===== src/rtl/hazard_ctrl_if.sv =====
// Bundle of hazard-controller signals: decoded ID/EX/MEM flags in,
// pipeline enables, flushes, PC select and statistics out.
interface hazard_ctrl_if #(
   parameter int CNT_W = 16
);
   logic [3:0]       id_rs;
   logic [3:0]       id_rt;
   logic             id_uses_rt;
   logic             id_jump;
   logic             ex_memread;
   logic [3:0]       ex_rd;
   logic             ex_branch;
   logic             ex_zero;
   logic             ex_jr;
   logic             mem_access;
   logic             dmem_ready;
   logic             clr_stats;
   logic             pc_en;
   logic             ifid_en;
   logic             idex_en;
   logic             exmem_en;
   logic             memwb_en;
   logic             ifid_flush;
   logic             idex_flush;
   logic [1:0]       pc_sel;
   logic             state;
   logic [CNT_W-1:0] stall_cycles;
   logic [CNT_W-1:0] flush_events;
   logic             mem_timeout;

   // Pipeline side: supplies decoded flags, consumes the controls.
   modport master (
      output id_rs, id_rt, id_uses_rt, id_jump, ex_memread, ex_rd,
             ex_branch, ex_zero, ex_jr, mem_access, dmem_ready, clr_stats,
      input  pc_en, ifid_en, idex_en, exmem_en, memwb_en, ifid_flush,
             idex_flush, pc_sel, state, stall_cycles, flush_events, mem_timeout
   );

   // Controller side.
   modport slave (
      input  id_rs, id_rt, id_uses_rt, id_jump, ex_memread, ex_rd,
             ex_branch, ex_zero, ex_jr, mem_access, dmem_ready, clr_stats,
      output pc_en, ifid_en, idex_en, exmem_en, memwb_en, ifid_flush,
             idex_flush, pc_sel, state, stall_cycles, flush_events, mem_timeout
   );
endinterface


===== src/rtl/hazard_ctrl.sv =====
// Pipeline sequencing controller for the 5-stage core: priority-resolved
// stalls, freezes and redirects, a RUN/WAIT memory FSM with watchdog, and
// saturating stall/flush statistics.
module hazard_ctrl #(
   parameter int WAIT_MAX = 15,
   parameter int CNT_W    = 16
) (
   input  logic        clk,
   input  logic        rst_n,
   hazard_ctrl_if.slave bus
);

   typedef enum logic {ST_RUN = 1'b0, ST_WAIT = 1'b1} state_t;

   localparam int WC_W = (WAIT_MAX < 2) ? 1 : $clog2(WAIT_MAX + 1);

   state_t           state_q, state_d;
   logic [WC_W-1:0]  wait_cnt;
   logic             mem_timeout_q;
   logic [CNT_W-1:0] stall_q, flush_q;

   logic p1_raw, p2_raw, lu_raw;
   logic case_p1, case_p2, case_p3, case_p4;
   logic pc_en_c, ifid_en_c, idex_en_c, exmem_en_c, memwb_en_c;
   logic ifid_flush_c, idex_flush_c;
   logic [1:0] pc_sel_c;

   function automatic logic [CNT_W-1:0] sat_inc(input logic [CNT_W-1:0] v,
                                                input logic             en);
      return (en && (v != '1)) ? v + CNT_W'(1) : v;
   endfunction

   assign p1_raw = bus.mem_access & ~bus.dmem_ready;
   assign p2_raw = (bus.ex_branch & bus.ex_zero) | bus.ex_jr;
   // r0 is hardwired zero, so a load "to r0" never produces a hazard.
   assign lu_raw = bus.ex_memread & (bus.ex_rd != 4'd0) &
                   ((bus.ex_rd == bus.id_rs) | (bus.id_uses_rt & (bus.ex_rd == bus.id_rt)));

   // Only the highest-priority condition is active in any cycle.
   assign case_p1 = p1_raw;
   assign case_p2 = ~p1_raw & p2_raw;
   assign case_p3 = ~p1_raw & ~p2_raw & lu_raw;
   assign case_p4 = ~p1_raw & ~p2_raw & ~lu_raw & bus.id_jump;

   // Next-state and combinational pipeline controls, forced idle in reset.
   always_comb begin
      pc_en_c      = 1'b1;
      ifid_en_c    = 1'b1;
      idex_en_c    = 1'b1;
      exmem_en_c   = 1'b1;
      memwb_en_c   = 1'b1;
      ifid_flush_c = 1'b0;
      idex_flush_c = 1'b0;
      pc_sel_c     = 2'b00;
      state_d      = ST_RUN;
      if (case_p1) begin
         pc_en_c    = 1'b0;
         ifid_en_c  = 1'b0;
         idex_en_c  = 1'b0;
         exmem_en_c = 1'b0;
         memwb_en_c = 1'b0;
         state_d    = ST_WAIT;
      end else if (case_p2) begin
         pc_sel_c     = bus.ex_jr ? 2'b11 : 2'b10;
         ifid_flush_c = 1'b1;
         idex_flush_c = 1'b1;
      end else if (case_p3) begin
         pc_en_c      = 1'b0;
         ifid_en_c    = 1'b0;
         idex_flush_c = 1'b1;
      end else if (case_p4) begin
         pc_sel_c     = 2'b01;
         ifid_flush_c = 1'b1;
      end
      if (!rst_n) begin
         pc_en_c      = 1'b0;
         ifid_en_c    = 1'b0;
         idex_en_c    = 1'b0;
         exmem_en_c   = 1'b0;
         memwb_en_c   = 1'b0;
         ifid_flush_c = 1'b0;
         idex_flush_c = 1'b0;
         pc_sel_c     = 2'b00;
      end
   end

   // RUN/WAIT state register.
   always_ff @(posedge clk or negedge rst_n) begin
      if (!rst_n) state_q <= ST_RUN;
      else        state_q <= state_d;
   end

   // Watchdog: counts consecutive freeze cycles; timeout is sticky until reset.
   always_ff @(posedge clk or negedge rst_n) begin
      if (!rst_n) begin
         wait_cnt      <= '0;
         mem_timeout_q <= 1'b0;
      end else if (case_p1) begin
         if (wait_cnt != WC_W'(WAIT_MAX)) wait_cnt <= wait_cnt + WC_W'(1);
         if ((int'(wait_cnt) + 1) >= WAIT_MAX) mem_timeout_q <= 1'b1;
      end else begin
         wait_cnt <= '0;
      end
   end

   // Saturating statistics; a clear wins over a same-cycle increment.
   always_ff @(posedge clk or negedge rst_n) begin
      if (!rst_n) begin
         stall_q <= '0;
         flush_q <= '0;
      end else if (bus.clr_stats) begin
         stall_q <= '0;
         flush_q <= '0;
      end else begin
         stall_q <= sat_inc(stall_q, case_p1 | case_p3);
         flush_q <= sat_inc(flush_q, case_p2 | case_p4);
      end
   end

   assign bus.pc_en        = pc_en_c;
   assign bus.ifid_en      = ifid_en_c;
   assign bus.idex_en      = idex_en_c;
   assign bus.exmem_en     = exmem_en_c;
   assign bus.memwb_en     = memwb_en_c;
   assign bus.ifid_flush   = ifid_flush_c;
   assign bus.idex_flush   = idex_flush_c;
   assign bus.pc_sel       = pc_sel_c;
   assign bus.state        = state_q;
   assign bus.stall_cycles = stall_q;
   assign bus.flush_events = flush_q;
   assign bus.mem_timeout  = mem_timeout_q;

endmodule


===== src/flat_wrapper.sv =====
// flat-port wrapper written by rule: the top's interface ports become plain ports
module hazard_ctrl_flat 
#(
   parameter int WAIT_MAX = 15,
   parameter int CNT_W    = 16
)
  (clk, rst_n, bus_id_rs, bus_id_rt, bus_id_uses_rt, bus_id_jump, bus_ex_memread, bus_ex_rd, bus_ex_branch, bus_ex_zero, bus_ex_jr, bus_mem_access, bus_dmem_ready, bus_clr_stats, bus_pc_en, bus_ifid_en, bus_idex_en, bus_exmem_en, bus_memwb_en, bus_ifid_flush, bus_idex_flush, bus_pc_sel, bus_state, bus_stall_cycles, bus_flush_events, bus_mem_timeout);
  hazard_ctrl_if #(.CNT_W(CNT_W)) bus_i ();
  input  logic clk;
  input  logic rst_n;
  input wire logic [$bits(bus_i.id_rs)-1:0] bus_id_rs;
  input wire logic [$bits(bus_i.id_rt)-1:0] bus_id_rt;
  input wire logic [$bits(bus_i.id_uses_rt)-1:0] bus_id_uses_rt;
  input wire logic [$bits(bus_i.id_jump)-1:0] bus_id_jump;
  input wire logic [$bits(bus_i.ex_memread)-1:0] bus_ex_memread;
  input wire logic [$bits(bus_i.ex_rd)-1:0] bus_ex_rd;
  input wire logic [$bits(bus_i.ex_branch)-1:0] bus_ex_branch;
  input wire logic [$bits(bus_i.ex_zero)-1:0] bus_ex_zero;
  input wire logic [$bits(bus_i.ex_jr)-1:0] bus_ex_jr;
  input wire logic [$bits(bus_i.mem_access)-1:0] bus_mem_access;
  input wire logic [$bits(bus_i.dmem_ready)-1:0] bus_dmem_ready;
  input wire logic [$bits(bus_i.clr_stats)-1:0] bus_clr_stats;
  output wire logic [$bits(bus_i.pc_en)-1:0] bus_pc_en;
  output wire logic [$bits(bus_i.ifid_en)-1:0] bus_ifid_en;
  output wire logic [$bits(bus_i.idex_en)-1:0] bus_idex_en;
  output wire logic [$bits(bus_i.exmem_en)-1:0] bus_exmem_en;
  output wire logic [$bits(bus_i.memwb_en)-1:0] bus_memwb_en;
  output wire logic [$bits(bus_i.ifid_flush)-1:0] bus_ifid_flush;
  output wire logic [$bits(bus_i.idex_flush)-1:0] bus_idex_flush;
  output wire logic [$bits(bus_i.pc_sel)-1:0] bus_pc_sel;
  output wire logic [$bits(bus_i.state)-1:0] bus_state;
  output wire logic [$bits(bus_i.stall_cycles)-1:0] bus_stall_cycles;
  output wire logic [$bits(bus_i.flush_events)-1:0] bus_flush_events;
  output wire logic [$bits(bus_i.mem_timeout)-1:0] bus_mem_timeout;
  assign bus_i.id_rs = bus_id_rs;
  assign bus_i.id_rt = bus_id_rt;
  assign bus_i.id_uses_rt = bus_id_uses_rt;
  assign bus_i.id_jump = bus_id_jump;
  assign bus_i.ex_memread = bus_ex_memread;
  assign bus_i.ex_rd = bus_ex_rd;
  assign bus_i.ex_branch = bus_ex_branch;
  assign bus_i.ex_zero = bus_ex_zero;
  assign bus_i.ex_jr = bus_ex_jr;
  assign bus_i.mem_access = bus_mem_access;
  assign bus_i.dmem_ready = bus_dmem_ready;
  assign bus_i.clr_stats = bus_clr_stats;
  assign bus_pc_en = bus_i.pc_en;
  assign bus_ifid_en = bus_i.ifid_en;
  assign bus_idex_en = bus_i.idex_en;
  assign bus_exmem_en = bus_i.exmem_en;
  assign bus_memwb_en = bus_i.memwb_en;
  assign bus_ifid_flush = bus_i.ifid_flush;
  assign bus_idex_flush = bus_i.idex_flush;
  assign bus_pc_sel = bus_i.pc_sel;
  assign bus_state = bus_i.state;
  assign bus_stall_cycles = bus_i.stall_cycles;
  assign bus_flush_events = bus_i.flush_events;
  assign bus_mem_timeout = bus_i.mem_timeout;
  hazard_ctrl #(.WAIT_MAX(WAIT_MAX), .CNT_W(CNT_W)) u_core (.clk(clk), .rst_n(rst_n), .bus(bus_i));
endmodule

===== config.mk =====
export PLATFORM = sky130hd
export DESIGN_NAME = hazard_ctrl_flat
export DESIGN_NICKNAME = d
export VERILOG_FILES = /design/src/rtl/hazard_ctrl_if.sv /design/src/rtl/hazard_ctrl.sv /design/src/flat_wrapper.sv
export SDC_FILE = /design/constraint.sdc
export NUM_CORES = 1
export LEC_CHECK = 0
export CAP_MARGIN = 25
export CORE_MARGIN = 2
export CORE_UTILIZATION = 35
export DETAILED_ROUTE_END_ITERATION = 6
export MAX_ROUTING_LAYER = met4
export SYNTH_ARGS = -nofsm -noshare
export SYNTH_HDL_FRONTEND = slang
export SYNTH_SLANG_ARGS = --single-unit

===== constraint.sdc =====
create_clock -name clk -period 2.8 [get_ports clk]
set_input_delay 0.84 -clock clk [delete_from_list [all_inputs] [get_ports clk]]
set_output_delay 0.84 -clock clk [all_outputs]
set_load 0.005 [all_outputs]

### Signal wires on met1, run 1

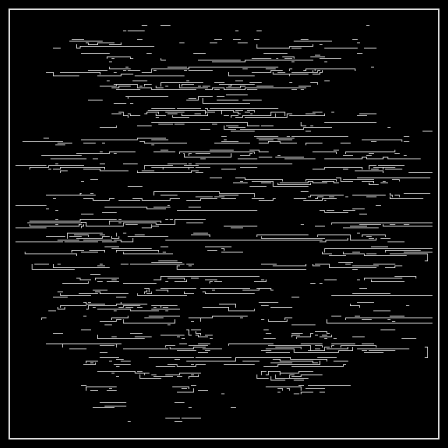
longest straight run: 30.8 um
wire length on this layer: 2770 um
WL final: 5810 um
met1 Use GR: 23.8%
routed vias: 2185

### The metal 2 layer, run 1

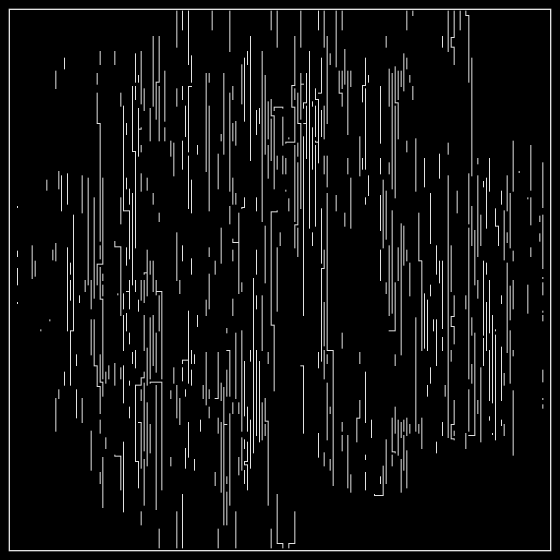
nets with wire on the layer: 318
main direction: vertical
longest straight run: 40.8 um
met2 Use GR: 27.6%

### Signal wires on met3, run 1

Bar = 20 um.
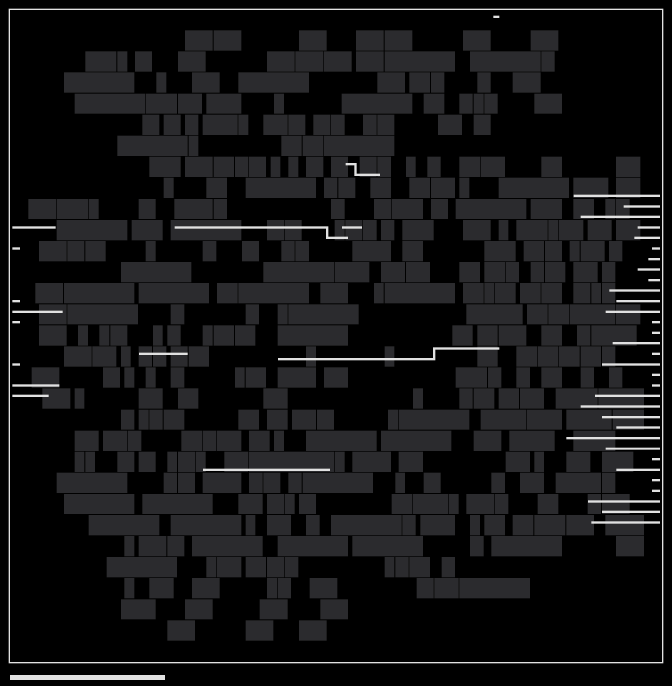
nets with wire on the layer: 45
longest straight run: 20.0 um
met3 GRT Util: 4.23%

[run 1: report_power, final]
part / internal (mW) / switching (mW)
Sequential: 0.558 / 0.0119
Combinational: 0.119 / 0.0989
Clock: 0.267 / 0.187
Total: 0.943 / 0.298
[run 1: per-layer routing]
metal,global-route usage (%),wire [um]
met1,23.8,2770
met2,27.6,2740
met3,4.23,260
met4,5.28,42
met5,-,0
[run 1: logic make-up after synthesis]
kind of cell,Yosys count,synth area share [%]
compound gates,42,11.6
xor+xnor,22,8.57
fa+ha+maj,4,2.22
buf+inv,17,3.73
flops,38,42.3
mux,7,3.39
simple gates,118,28.2
[run 1: registers in the layout (all words and copies together), names as in the netlist]
register,cells
u_core.bus.flush_events,16
u_core.bus.stall_cycles,16
u_core.wait_cnt,4
u_core.bus.mem_timeout,1
u_core.bus.state,1
==> qor.yml, run 1 <==
run_status:
  status: "finished with violations"
  violations: "setup timing"
cells_and_area:
  area_growth_pct: 50.8
  num-multi-input-gates: 193
  largestClassByArea: "multi-input combinational cells"
  final-clk-cell-share_pct: 3.13
  ff_count: 38
  final_cell_mix: "38 x clkdlybuf4s50_1, 38 x buf_4, 38 x dfrtp_1"
  nClkBuffers: 7
  bufAreaShareNonClock_pct: 26.3
  logic_area_um2: 1320
  seq_area_um2: 951
  seq_share_pct: 28.0
  final_area_um2: 3390
  diodes: 0
  fillers: 582
  fin_util_pct: 54.1
  final_nets: 376
  nNonClkBuffers: 105
  drive_gt1_share_pct: 25.1
  comb_area_share_pct: 39.0
  n_all_inverters: 6
  final_cells: 427
critical_path:
  worstRegToRegCells: 7
  start_kind: "primary input"
  path_max_fanout: 3
  crit_chain: "buf_8 -> o41a_1 -> buf_4 -> or2b_1 -> buf_4 -> a21oi_2 -> buf_2"
  crit_path_end: "bus_idex_flush"
  rrSetupSlack_ns: 0.45
  required_ns: 1.96
  crit_start: "bus_ex_rd[1]"
  cp_slowest_cell: "o41a_1"
  arrival_ns: 2.01
  crit_family: "AND-OR/OR-AND gates"
  reg2reg_to: "u_core.bus.flush_events[6]"
  path_depth: 7
  criticalPathCategory: "primary input to output port"
  cp_num_buf_inv: 4
  endpoint_kind: "output port"
  cpMostUsedCell: "buf_4"
  r2r-start: "u_core.bus.flush_events[3]"
  max_stage_delay_ns: 0.47
sta:
  fin_ws_ns: -0.0535
  slew_viol_final: 0
  worst_slew_pin_slew_ns: 0.509
  rsz0062_at_grt: "yes"
  period_used_pct: 102
  slew_headroom_pct: 65.9
  clock_skew_ns: 0.00864
  final_hold_viol_count: 0
  setup_viol: 3
  finalHoldWorstSlack_ns: 0.479
  period_needed_ns: 2.85
  fin_setup_tns_ns: -0.133
  max_freq_ghz: 0.350
global_routing:
  grt_max_degree: 39
  grt_usage_pct: 18.0
  grt_overflow_total: 0
  grt_pass1_wl_um: 10100
  grt_antenna_before_repair: 0
  first_global_vias: 2121
logic_synthesis:
  yosysUniqueCellTypes: 50
  ys_seq_share_pct: 42.3
  postSynthCellCount: 248
  ys_cells: 248
  synth_flops: 38
  ff_type: "dfrtp_1"
  synth_area_um2: 2250
  synth_area_per_cell_um2: 9.07
  async_flop_share_pct: 100
  yosysChipArea_um2: 2250
  topCellsByArea: "dfrtp_1 42%, nor2_1 5.5%, xnor2_1 5.5%"
  top_area_cell: "dfrtp_1"
  yosysWarnings: 0
  top_cell_area_share_pct: 42.3
  synth_nets: 275
  edf_count: 0
  yosys-top-cells-count: "38 x dfrtp_1, 33 x nor2_1"
  most_common_cell: "dfrtp_1"
placed_design:
  dp_cells: 408
  place_congestion: 0.840
  place_ws_ns: -0.771
  dp_hpwl_um: 4230
  port_buffers: 65
  post_dp_cell_area_um2: 3150
min_path:
  whs_endpoint: "u_core.bus.mem_timeout"
  min-delay-start: "u_core.bus.mem_timeout"
  holdPathStages: 1
  hold_class: "register to register"
floorplanning:
  tap_cells: 77
  die-area_um2: 7080
  ioPinCount: 66
  die_y_um: 84.2
  fp.dieW_um: 84.2
  core_area_um2: 6280
  initCoreUtil_pct: 35.8
  rows: 29
clock_network:
  clockBufferDepth: 2
  clk_latency_ns: 0.29
  cts_tree: "yes"
  cts_setup_buffers: 8
  cts_hold_buf: 0
  ctsResizeCount: 93
  cts_sinks: 38
  cts_buffers: 5
  h-tree-depth: 2
  clk_pin_slew_ns: 0.07
  cts_root_buffer: "clkbuf_8"
flow_run:
  log.warning_count: 29
  maxCapViolations: 0
detailed_routing:
  drcViolationCount: 0
  wl_per_cell_um: 13.6
  firstDrtPassIters: 4
  via_per_inst: 5.12
  drt_iter0_markers: 119
  detail-route-antenna-nets: 0
pwr:
  peakVddDrop_uv: 232
  power_density_nw_per_um2: 366
  leakage_nw: 1.47
  power_mw: 1.24
### Where the registers sit, run 1

Bar = 20 um.
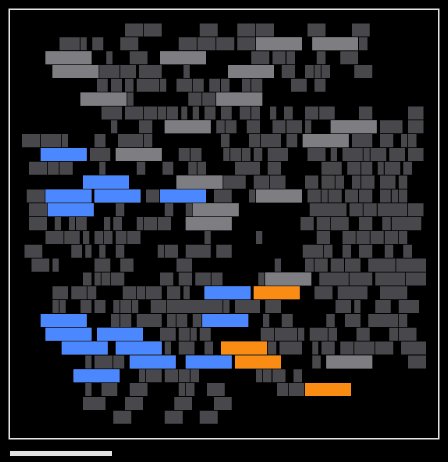

==> run 2, diff against run 1 <==
- CELL_PAD_IN_SITES_DETAIL_PLACEMENT: unset -> 0
- CELL_PAD_IN_SITES_GLOBAL_PLACEMENT: unset -> 1
- CORE_MARGIN: 2 -> unset
- GPL_TIMING_DRIVEN: unset -> 0
- PLACE_DENSITY_LB_ADDON: unset -> 0.1
### Where the registers sit, run 2

Bar = 20 um.
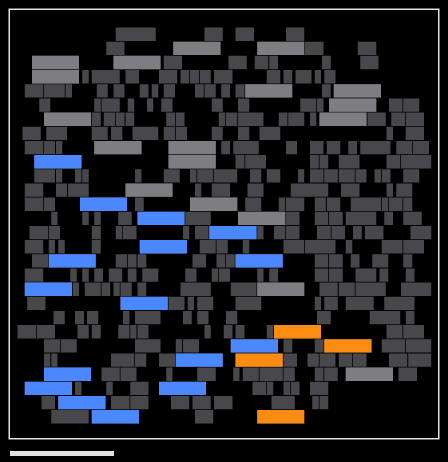
| color | name in the netlist | placed flops |
|---|---|---|
| blue | `u_core.bus.stall_cycles` | 16 |
| orange | `u_core.wait_cnt` | 4 |
not colored: 18
sequential group power: 0.568 mW
fin util: 55.1%

### Signal wires on met1, run 2

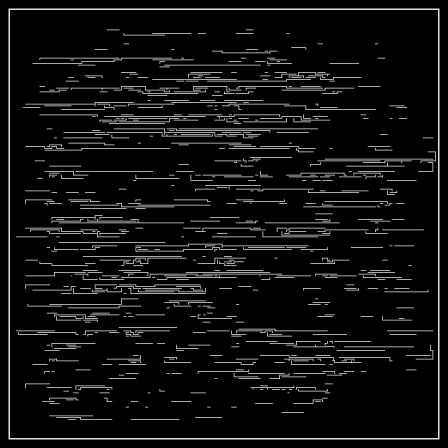
share of all routed wire: 47%
longest straight run: 26.7 um
nets with wire on the layer: 303
routed vias: 2164
WL final: 6030 um
met1 Use GR: 23.8%

==> run 2 against run 1 <==
  * The run still ends with setup timing left
  * Critical endpoint is now bus_ifid_flush
  * Via count decreased by 0.96%
  * Critical path type unchanged
  * Highest routed layer unchanged
  * Setup slack improved by 0.0043 ns
  * Hold slack got worse by 0.096 ns
  * Non-clock buffer count decreased by 11
==> qor.yml, run 2 <==
run_status:
  status: "finished with violations"
  violations: "setup timing"
logic_synthesis:
  yosysChipArea_um2: 2250
  top_cell_area_share_pct: 42.3
  synth.logic.top_family: "simple AND/OR/NAND/NOR gates"
  yosysUniqueCellTypes: 50
  top_area_cell: "dfrtp_1"
  topCellsByArea: "dfrtp_1 42%, nor2_1 5.5%, xnor2_1 5.5%"
  yosys-top-cells-count: "38 x dfrtp_1, 33 x nor2_1"
  yosys.area_share.xor_xnor_pct: 8.57
  ff_type: "dfrtp_1"
  synth_area_um2: 2250
  synth_nets: 275
  yosys.area_share.aoi_pct: 11.6
  synthSimpleGateAreaFrac_pct: 28.2
  synth_area_per_cell_um2: 9.07
  postSynthCellCount: 248
  ys_seq_share_pct: 42.3
  ys_cells: 248
  mux_share_pct: 3.39
  yosysWarnings: 0
  async_flop_share_pct: 100
  synth_flops: 38
  ys_sh_adder_pct: 2.22
  edf_count: 0
  most_common_cell: "dfrtp_1"
placed_design:
  place_congestion: 0.746
  dp_hpwl_um: 4070
  port_buffers: 64
  place_ws_ns: -1.02
  dp_cells: 388
detailed_routing:
  firstDrtPassIters: 6
  met1_length_um: 2820
  drt_iter0_markers: 57
  detail-route-antenna-nets: 0
  via_per_inst: 5.23
  wl_per_cell_um: 14.6
  maxUsedRoutingLayer: "met4"
  drcViolationCount: 0
  met2WireLength_um: 2760
  met3WireLength_um: 393
flow_run:
  log.warning_count: 29
  maxCapViolations: 0
clock_network:
  clockBufferDepth: 2
  h-tree-depth: 2
  ctsResizeCount: 97
  cts_root_buffer: "clkbuf_8"
  clk_latency_ns: 0.29
  cts_sinks: 38
  cts_hold_buf: 0
  cts_tree: "yes"
  clk_pin_slew_ns: 0.07
  cts_buffers: 5
  cts_setup_buffers: 16
global_routing:
  grt_max_degree: 28
  grt_overflow_total: 0
  first_global_vias: 2008
  busiest_layer: "met2"
  grt_pass1_wl_um: 9380
  grt_antenna_before_repair: 0
floorplanning:
  fp.dieW_um: 82.2
  die_y_um: 82.2
  ioPinCount: 66
  initCoreUtil_pct: 37.1
  core_area_um2: 6060
  die-area_um2: 6750
  rows: 28
critical_path:
  cp_slowest_cell: "o41a_1"
  required_ns: 1.96
  crit_chain: "buf_8 -> o41a_1 -> nand2_2 -> buf_6 -> o22ai_4 -> nor3_1 -> buf_2"
  path_depth: 7
  arrival_ns: 2.01
  crit_path_end: "bus_ifid_flush"
  r2r-start: "u_core.bus.flush_events[3]"
  reg2reg_to: "u_core.bus.flush_events[13]"
  cp_num_buf_inv: 3
  path_max_fanout: 6
  start_kind: "primary input"
  endpoint_kind: "output port"
  crit_start: "bus_ex_rd[2]"
  crit_family: "AND-OR/OR-AND gates"
  criticalPathCategory: "primary input to output port"
  worstRegToRegCells: 7
  rrSetupSlack_ns: 0.39
  max_stage_delay_ns: 0.45
cells_and_area:
  fillers: 599
  drive_gt1_share_pct: 22.7
  final_cell_mix: "38 x dfrtp_1, 36 x clkdlybuf4s50_1, 32 x nor2_1"
  final_nets: 365
  area_growth_pct: 48.5
  layout_top_cell: "dfrtp_1"
  final_cells: 414
  diodes: 0
pwr:
  power_density_nw_per_um2: 368
  leakage_nw: 1.43
  peakVddDrop_uv: 195
sta:
  setup_viol: 2
  final_hold_viol_count: 0
  rsz0062_at_grt: "yes"
  slew_headroom_pct: 60.2
  max_freq_ghz: 0.351
  finalHoldWorstSlack_ns: 0.383
  clock_skew_ns: 0.00237
  fin_setup_tns_ns: -0.0852
  period_needed_ns: 2.85
  worst_slew_pin_slew_ns: 0.598
  fin_ws_ns: -0.0492
  slew_viol_final: 0
  period_used_pct: 102
min_path:
  hold_class: "primary input to async pin"
### Congestion heat map, run 2

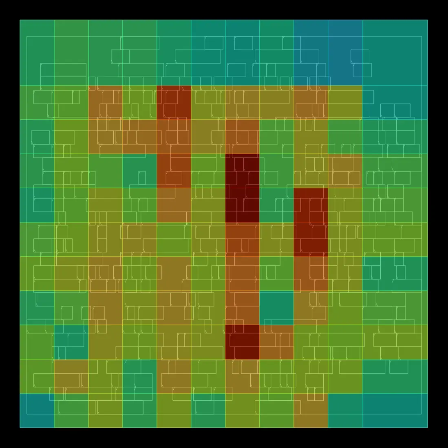
met2 Use GR: 30.4%
met3 GRT Util: 4.29%
GRT Overall Usage: 19.0%

run 2: cell counts after synthesis:
Identical to the previous run, type by type.
run 2: cell type report:
cell class,count,area (um2),area share [%]
timing repair buffer,84,753,22.5
tap,75,93.8,2.81
clock buffer,8,110,3.30
sequential,38,951,28.5
multi-input combinational,193,1350,40.4
buffer,10,60.1,1.80
inverter,6,22.5,0.674
run 2: power breakdown:
part           internal [mW]  leakage, nW  switching (mW)
Clock                  0.249       0.0575           0.196
Combinational          0.111        0.842           0.104
Sequential             0.557        0.526          0.0109
Total                  0.918         1.43           0.311
run 2: stage by stage:
step           power, mW  area (um2)
6_report            1.23        3340
5_1_grt             1.29        3340
4_1_cts             1.23        3240
3_5_place_dp       0.757        3000
3_3_place_gp       0.754        2980
2_1_floorplan      0.656        2250
### The metal 2 layer, run 2

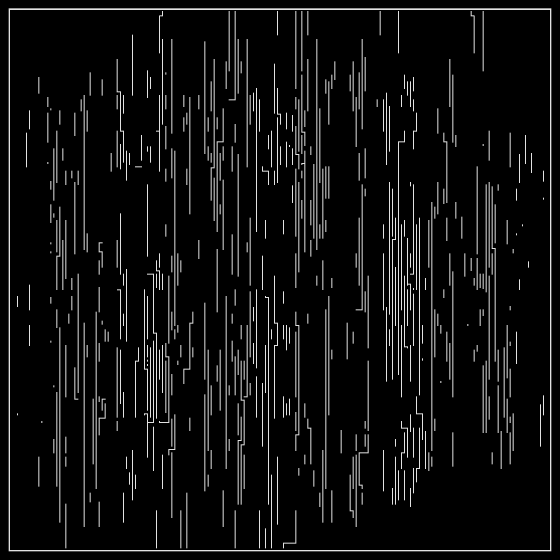

==> run 3, diff against run 2 <==
- PLACE_DENSITY_LB_ADDON: 0.1 -> 0.08
### The metal 2 layer, run 3

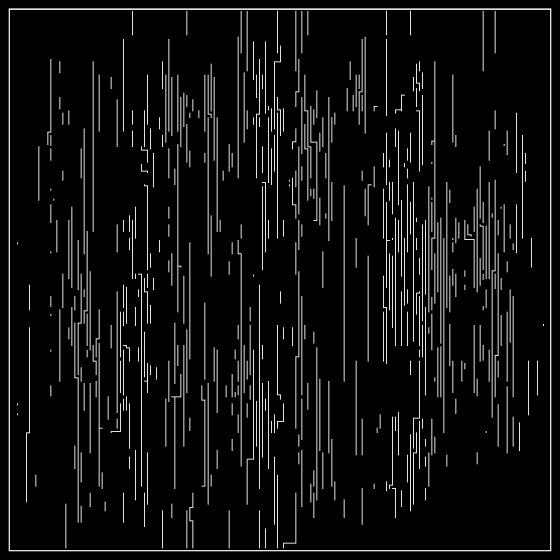
wire length on this layer: 2880 um
longest straight run: 32.3 um
nets with wire on the layer: 323
main direction: vertical
met2 Use GR: 32.1%
routed vias: 2179
WL final: 6200 um

### Signal wires on met1, run 3

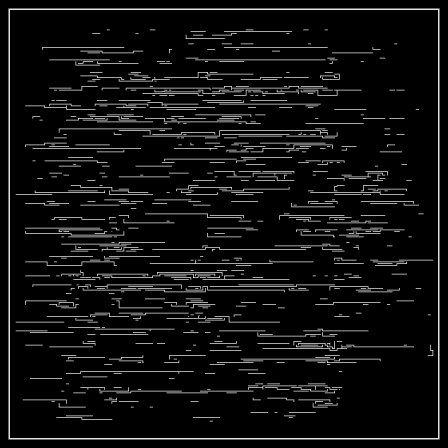
longest straight run: 24.8 um
share of all routed wire: 45%
wire length on this layer: 2790 um
met1 Use GR: 24.2%

### Where the registers sit, run 3

Bar = 20 um.
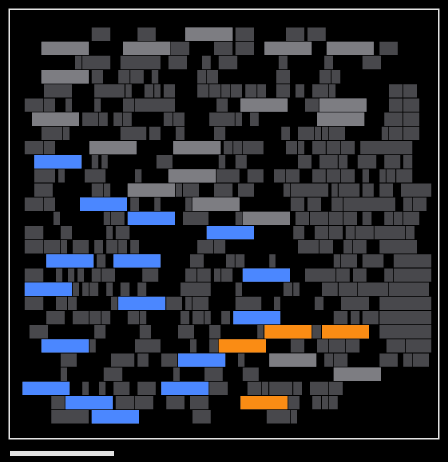
| color | name in the netlist | placed flops |
|---|---|---|
| blue | `u_core.bus.stall_cycles` | 16 |
| orange | `u_core.wait_cnt` | 4 |
not colored: 18
fin util: 56.5%
flop share of the area: 27.8%
Sequential Area: 951 um2

==> run 3 against run 2 <==
  * The flow still finishes with violations (setup timing)
  * Flip-flop count is the same
  * Clock skew grew 0.0035 ns
  * Hold slack gained 0.0047 ns
  * Combinational power grew about 10%
  * Cell count grew 0.48%
==> qor.yml, run 3 <==
detailed_routing:
  via_per_inst: 5.24
  firstDrtPassIters: 4
  met2WireLength_um: 2880
  detail-route-antenna-nets: 0
  met1_length_um: 2790
  drcViolationCount: 0
  maxUsedRoutingLayer: "met4"
  met3WireLength_um: 447
  drt_iter0_markers: 64
global_routing:
  grt_overflow_total: 0
  grt_max_degree: 28
  met3_usage_pct: 4.07
  grt_usage_pct: 19.6
  grt_pass1_wl_um: 9830
  busiest_layer: "met2"
cells_and_area:
  n_all_inverters: 6
  layout_top_cell: "dfrtp_1"
  final_cell_mix: "38 x dfrtp_1, 36 x clkdlybuf4s50_1, 32 x nor2_1"
  nClkBuffers: 7
  nNonClkBuffers: 97
  final_nets: 368
  final-clk-cell-share_pct: 2.23
  drive_gt1_share_pct: 23.5
  num-multi-input-gates: 193
  fillers: 569
  bufAreaShareNonClock_pct: 24.5
  ff_count: 38
  area_growth_pct: 52.1
  logic_area_um2: 1440
  largestClassByArea: "multi-input combinational cells"
  final_area_um2: 3420
logic_synthesis:
  topCellsByArea: "dfrtp_1 42%, nor2_1 5.5%, xnor2_1 5.5%"
  synth.logic.top_family: "simple AND/OR/NAND/NOR gates"
  synth_flops: 38
  synth_area_per_cell_um2: 9.07
  synth_nets: 275
  yosys-top-cells-count: "38 x dfrtp_1, 33 x nor2_1"
  postSynthCellCount: 248
  ys_seq_share_pct: 42.3
  edf_count: 0
  ys_sh_adder_pct: 2.22
  synthSimpleGateAreaFrac_pct: 28.2
  yosysChipArea_um2: 2250
  top_cell_area_share_pct: 42.3
  most_common_cell: "dfrtp_1"
  async_flop_share_pct: 100
  top_area_cell: "dfrtp_1"
  yosysWarnings: 0
  mux_share_pct: 3.39
  synth_area_um2: 2250
  yosysUniqueCellTypes: 50
  ys_cells: 248
  yosys.area_share.aoi_pct: 11.6
critical_path:
  max_stage_delay_ns: 0.44
  path_max_fanout: 3
  r2r-start: "u_core.bus.flush_events[3]"
  crit_family: "AND-OR/OR-AND gates"
  required_ns: 1.96
  path_depth: 7
  crit_chain: "buf_12 -> o41a_1 -> buf_4 -> or2b_1 -> a31oi_1 -> nor2_1 -> buf_2"
  criticalPathCategory: "primary input to output port"
  rrSetupSlack_ns: 0.32
  start_kind: "primary input"
  crit_path_end: "bus_pc_sel[0]"
  crit_start: "bus_ex_rd[0]"
  worstRegToRegCells: 6
  cp_num_buf_inv: 3
placed_design:
  port_buffers: 64
  post_dp_cell_area_um2: 3000
sta:
  final_hold_viol_count: 0
  max_freq_ghz: 0.350
  worst_slew_pin_slew_ns: 0.549
  slew_headroom_pct: 63.4
  period_needed_ns: 2.86
  period_used_pct: 102
  fin_ws_ns: -0.0600
  setup_viol: 1
  slew_viol_final: 0
clock_network:
  cts_root_buffer: "clkbuf_8"
  cts_buffers: 5
  cts_tree: "yes"
  cts_hold_buf: 0
  clk_latency_ns: 0.29
  h-tree-depth: 2
floorplanning:
  fp.dieW_um: 82.2
  die-area_um2: 6750
  rows: 28
  core_area_um2: 6060
  ioPinCount: 66
  die_y_um: 82.2
flow_run:
  maxCapViolations: 0
  log.warning_count: 29
pwr:
  power_density_nw_per_um2: 341
  peakVddDrop_uv: 221
  leakage_nw: 1.45
run_status:
  violations: "setup timing"
  status: "finished with violations"
min_path:
  hold_class: "primary input to async pin"
-- run 3: power breakdown --
part	switching, mW	total [mW]	internal (mW)
clock	0.187	0.358	0.172
sequential	0.0109	0.569	0.558
combinational	0.112	0.238	0.127
total	0.310	1.17	0.856
-- run 3: per-stage QoR --
step | hold WS (ns) | std cells | power [mW] | util, % | TNS [ns]
final | 0.388 | 416 | 1.17 | 56.5 | -0.0600
after global routing | 0.389 | 416 | 1.22 | 56.5 | -0.313
after CTS | 0.384 | 415 | 1.15 | 53.6 | -0.0295
after detailed placement | 0.462 | 388 | 0.757 | 49.5 | -18.91
after global placement | 0.463 | 387 | 0.754 | 49.2 | -36.23
after floorplan | 0.468 | 248 | 0.656 | - | 0
-- run 3: repair_timing --
action	CTS	global route
gates resized	98	29
setup buffers	21	2
pin swaps	23	14
setup endpoints to repair	28	10
Power is estimated from default activity; no workload was simulated.
